A small window of the routed layout:
Window x 43 to 83, y 27 to 67 µm. Cells in gray, sequential cells in the stronger gray; small squares are vias.
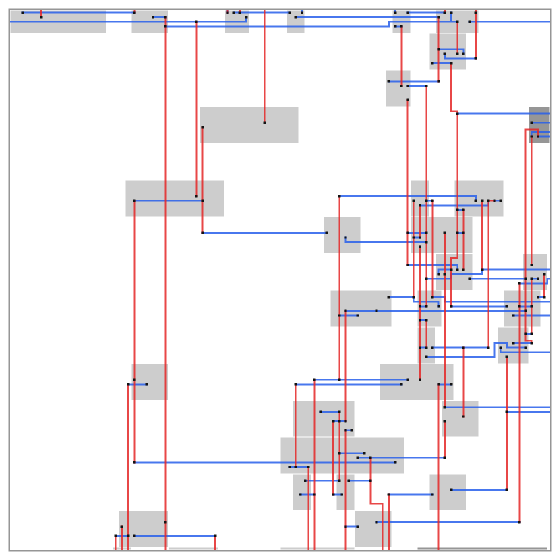
Placement view:
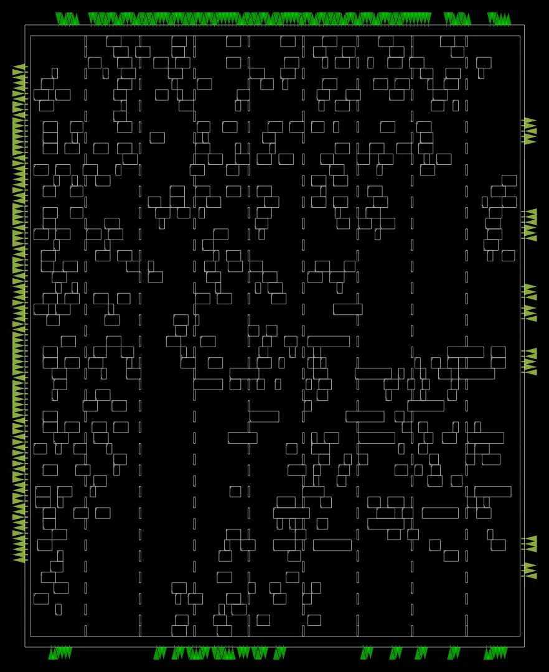
The metal 3 layer:
Scale bar: 50 µm.
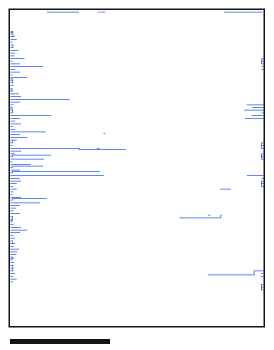
Clock wires, drivers and flops:
Scale bar: 50 µm.
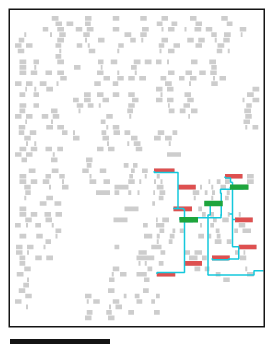
<file path="src/rtl/mem_arbiter.sv">
// Shares the memory controller port between CPU and DMA; DMA wins ties unless MEM_ARB_ROUND_ROBIN_EN.
// Latency: grant 1 cycle after request; ack/read data/memory strobes are combinational while granted.
// Backpressure: the non-owner's request is held off (ack=0) until the owner releases and mem_ack falls.
module mem_arbiter #(
   parameter int ADDR_W  = 18,
   parameter int WORD_W  = 36,
   parameter int TIMEOUT = 64
) (
   input  logic              clk,
   input  logic              reset,
   input  logic [ADDR_W-1:0] cpu_addr,
   input  logic [WORD_W-1:0] cpu_write_data,
   input  logic              cpu_read,
   input  logic              cpu_write,
   input  logic              cpu_user,
   output logic [WORD_W-1:0] cpu_read_data,
   output logic              cpu_ack,
   output logic              cpu_nxm,
   input  logic [ADDR_W-1:0] dma_addr,
   input  logic [WORD_W-1:0] dma_write_data,
   input  logic              dma_read,
   input  logic              dma_write,
   input  logic              dma_user,
   output logic [WORD_W-1:0] dma_read_data,
   output logic              dma_ack,
   output logic              dma_nxm,
   output logic [ADDR_W-1:0] mem_addr,
   output logic [WORD_W-1:0] mem_write_data,
   output logic              mem_read,
   output logic              mem_write,
   output logic              mem_user,
   input  logic [WORD_W-1:0] mem_read_data,
   input  logic              mem_ack
);

   localparam int CW = $clog2(TIMEOUT);

   typedef enum logic [1:0] {IDLE, GRANT, NXM, RELEASE} state_t;

   state_t          state;
   logic            owner;      // 1 = DMA owns the port
   logic [CW-1:0]   cnt;
   logic            cpu_req, dma_req, own_req, own_rd, own_wr;
   logic            tie_dma;

`ifdef MEM_ARB_ROUND_ROBIN_EN
   logic            last_dma;
   assign tie_dma = ~last_dma;
`else
   assign tie_dma = 1'b1;
`endif

   assign cpu_req = cpu_read | cpu_write;
   assign dma_req = dma_read | dma_write;
   assign own_rd  = owner ? dma_read  : cpu_read;
   assign own_wr  = owner ? dma_write : cpu_write;
   assign own_req = own_rd | own_wr;

   assign cpu_read_data = mem_read_data;
   assign dma_read_data = mem_read_data;

   always_comb begin
      mem_addr       = '0;
      mem_write_data = '0;
      mem_user       = 1'b0;
      mem_read       = 1'b0;
      mem_write      = 1'b0;
      cpu_ack        = 1'b0;
      cpu_nxm        = 1'b0;
      dma_ack        = 1'b0;
      dma_nxm        = 1'b0;
      if (state != IDLE) begin
         mem_addr       = owner ? dma_addr       : cpu_addr;
         mem_write_data = owner ? dma_write_data : cpu_write_data;
         mem_user       = owner ? dma_user       : cpu_user;
      end
      case (state)
         GRANT: begin
            // read+write together is a write
            mem_write = own_wr;
            mem_read  = own_rd & ~own_wr;
            cpu_ack   = ~owner & mem_ack;
            dma_ack   = owner & mem_ack;
         end
         NXM: begin
            cpu_ack = ~owner;
            cpu_nxm = ~owner;
            dma_ack = owner;
            dma_nxm = owner;
         end
         default: ;
      endcase
   end

   always_ff @(posedge clk or posedge reset) begin
      if (reset) begin
         state <= IDLE;
         owner <= 1'b0;
         cnt   <= '0;
`ifdef MEM_ARB_ROUND_ROBIN_EN
         last_dma <= 1'b0;
`endif
      end else begin
         case (state)
            IDLE: begin
               cnt <= '0;
               if (dma_req && (!cpu_req || tie_dma)) begin
                  owner <= 1'b1;
                  state <= GRANT;
`ifdef MEM_ARB_ROUND_ROBIN_EN
                  last_dma <= 1'b1;
`endif
               end else if (cpu_req) begin
                  owner <= 1'b0;
                  state <= GRANT;
`ifdef MEM_ARB_ROUND_ROBIN_EN
                  last_dma <= 1'b0;
`endif
               end
            end
            GRANT: begin
               if (!own_req)
                  state <= RELEASE;
               else if (mem_ack)
                  cnt <= '0;
               else if (cnt == CW'(TIMEOUT - 1))
                  state <= NXM;
               else
                  cnt <= cnt + 1'b1;
            end
            NXM: begin
               if (!own_req)
                  state <= RELEASE;
            end
            RELEASE: begin
               // controller must see the request drop before anyone is granted again
               if (!mem_ack)
                  state <= IDLE;
            end
            default: state <= IDLE;
         endcase
      end
   end

endmodule

</file>
<file path="config.mk">
export PLATFORM = sky130hd
export DESIGN_NAME = mem_arbiter
export DESIGN_NICKNAME = d
export VERILOG_FILES = /design/src/rtl/mem_arbiter.sv
export SDC_FILE = /design/constraint.sdc
export NUM_CORES = 1
export LEC_CHECK = 0
export CAP_MARGIN = 20
export CELL_PAD_IN_SITES_DETAIL_PLACEMENT = 2
export CELL_PAD_IN_SITES_GLOBAL_PLACEMENT = 2
export CORE_ASPECT_RATIO = 1.25
export CORE_UTILIZATION = 11
export DETAILED_ROUTE_END_ITERATION = 7
export PLACE_DENSITY_LB_ADDON = 0.08
export SYNTH_ARGS = -nofsm -noshare
export SYNTH_HDL_FRONTEND = slang
export SYNTH_SLANG_ARGS = --single-unit
</file>
<file path="constraint.sdc">
create_clock -name clk -period 2.2 [get_ports clk]
set_input_delay 0.44 -clock clk [delete_from_list [all_inputs] [get_ports clk]]
set_output_delay 0.44 -clock clk [all_outputs]
set_load 0.02 [all_outputs]
</file>
==> run notes <==
Purpose: to document the outcome of synthesis and place and route.

Clocking
The clock transition time at the flip-flop clock pins of the worst setup and hold paths is 40 ps. The later pin in the worst-skew pair is clocked with a latency of 240 ps. The number of sinks on the clock net is 9.

Clock tree synthesis selected as its root buffer the cell clkbuf_16. In this run the deepest clock path goes through 2 buffers. The number of hold buffers added after CTS was 0. Per the repair_timing log after CTS, setup buffers inserted total 0. Post-CTS repair changed the size of 57 cells.

Floorplan
Before placement the cells fill 11.30% of the core. The row count is 56. In this run the full chip footprint comes out at 19990 µm².

The I/O pin count is 286. In this run the vertical extent of the chip is 157.8 µm. The die span in x is 126.7 µm.

Synth
The number of synthesized register bits is 9. The top cell type by area accounts for 27.17% of the synthesized area. The average footprint of a synthesized cell is 7.525 µm². Ranked by instance count, the synthesized netlist is headed by 72 x buf_4, 59 x nor2_1, 58 x mux2i_1. The most instantiated flip-flop cell in the synthesis netlist is dfrtp_1. Summing the areas of all xor and xnor instances in the mapped netlist gives 0% of the synthesized area.

After synthesis, the cell types taking the most area are mux2i_1 27%, buf_4 25%, dfrtp_1 11%. In this run the cell area of the synthesized design comes to 2137 µm². Per the post-synthesis report, the number of cells in the design is 284. The cell type with the largest total area after synthesis is mux2i_1. The number of nets in the synthesized netlist is 442.

Worst setup path
The kind of cell with the highest combined delay on the critical path is buffers and inverters. STA classifies the critical path endpoint as an output port. For this design, the slowest cell found on the critical path is dfrtp_2. The script reports the combined buffer and inverter count of the critical path as 2. In this run the critical path is formed by inv_1 > ha_2 > a21oi_2 > and3b_1 > dlygate4sd2_1.

The startpoint-to-endpoint class of the critical path is register to output port. The reg2reg setup slack is 260 ps. The startpoint identified for the worst register-to-register timing path is state[0]$_DFFE_PP0P_. The number of cells on the worst reg-to-reg path is 7.

Run status
The flow ran to the end, and the final reports show no timing, DRC or antenna violations.

Global routing
Entering global routing, the biggest net connects 28 pins. On met3, the global router reports a usage of 2.399%. The first global-routing pass estimated 15610 µm of wire. The number of antenna violations at the first check in global routing is 1. The met2 capacity usage during global routing is 20.60%.

Power
Looking at the group totals, the largest power group turns out to be combinational logic. The combinational share of power is 84.8%. Per report_power, the Clock row totals 334 µW.

The power of the sequential group is 311 µW. The leakage power in the latest report is 1.804 nW. Total power for the finished layout comes to 4.234 mW.

The switching portion of total power comes to 51.73%. The power report attributes to the sequential group a share of 7.3%. The internal power of the cells totals 2.044 mW. The switching power of the nets is 2.190 mW.

Detailed routing
The count of antenna-violating nets left after detailed routing is 0. Per the detail_route log, met3 wirelength is 712 µm. The sum of met2 wire segment lengths after detailed routing is 6108 µm. The average vias per placed instance is 3.717. The wire length recorded after detailed routing is 10900 µm.

For this run, the detailed router's first-pass iteration total came to 2. The script logs the mean routed wire length per placed instance as 17.49 µm. In the final routing, the length of wire on met1 measures 3607 µm. In this run the top signal layer used is met4.

Timing
For reference, the final report shows the hold violation count at 0. Setup violations remaining at the end of the flow were counted as 0. The post-route minimum period is 2101 ps.

Between clock sinks in the finished design, the worst skew comes to 1.884 ps. The worst pin sits at a relative slew slack of 72.22%. In the final report, the number of pins over their slew limit comes to 0.

Adding up every negative setup slack in the final design gives 0 ps.

Final layout
The number of antenna diodes is 1. The biggest cell category by area in the final layout is buffers. The count of multi-input combinational gates is 183.

Across the whole layout, multi-input logic makes up 34.49% of the cell area. The non-clock buffer area fraction after layout is 49.07%. The plain and repair buffers instantiated in the layout total 190. The area overhead of the layout relative to synthesis is 75.88%. Once layout is complete, the utilization of the core stands at 19.87%. In the finished layout, the clock tree contains a buffer count of 4. Ranking logic cells in the layout by count gives the top entries 116 x clkdlybuf4s50_1, 59 x nor2_1, 58 x mux2i_1. After layout the clock buffers and inverters come to 2.097% of cell area. The multi-input logic area is 1296 µm².

The cell area after layout is 3759 µm². Non-clock inverters in the final layout number 4. The net count of the finished layout is 549.

Run
Warnings raised by the tools during the run amount to 29. The tool flagged a number of max-cap violations equal to 0.

Hold path
According to the hold report, the worst path is of the primary input to asynchronous set/reset pin type.

Placed design
After detailed placement, the design holds a cell count of 618.
About 'a small window of the routed layout':
- metal 1: blue
- metal 2: red
- most frequent: buf_4 (6), nor2_1 (3), buf_12 (3)
- cells with their middle in the window: 31
- sequential cells in the window: 0

About 'placement view':
Std-Cell Core Area: 18920 µm²
number of well-tap cells placed: 232
number of sequential storage elements: 9
flip-flop and latch share of the layout cell area: 6.158%
Finished Layout Cells: 623

About 'the metal 3 layer':
- nets with wire on the layer: 94
- share of all routed wire: 6.5%
- wire length on this layer: 712 µm

About 'clock wires, drivers and flops':
- clock drivers: green (count 3)
- clock wires: cyan (length 271 µm)
- flip-flops: red (count 9)
- routed clock nets: 4

Power is estimated from default activity; no workload was simulated.
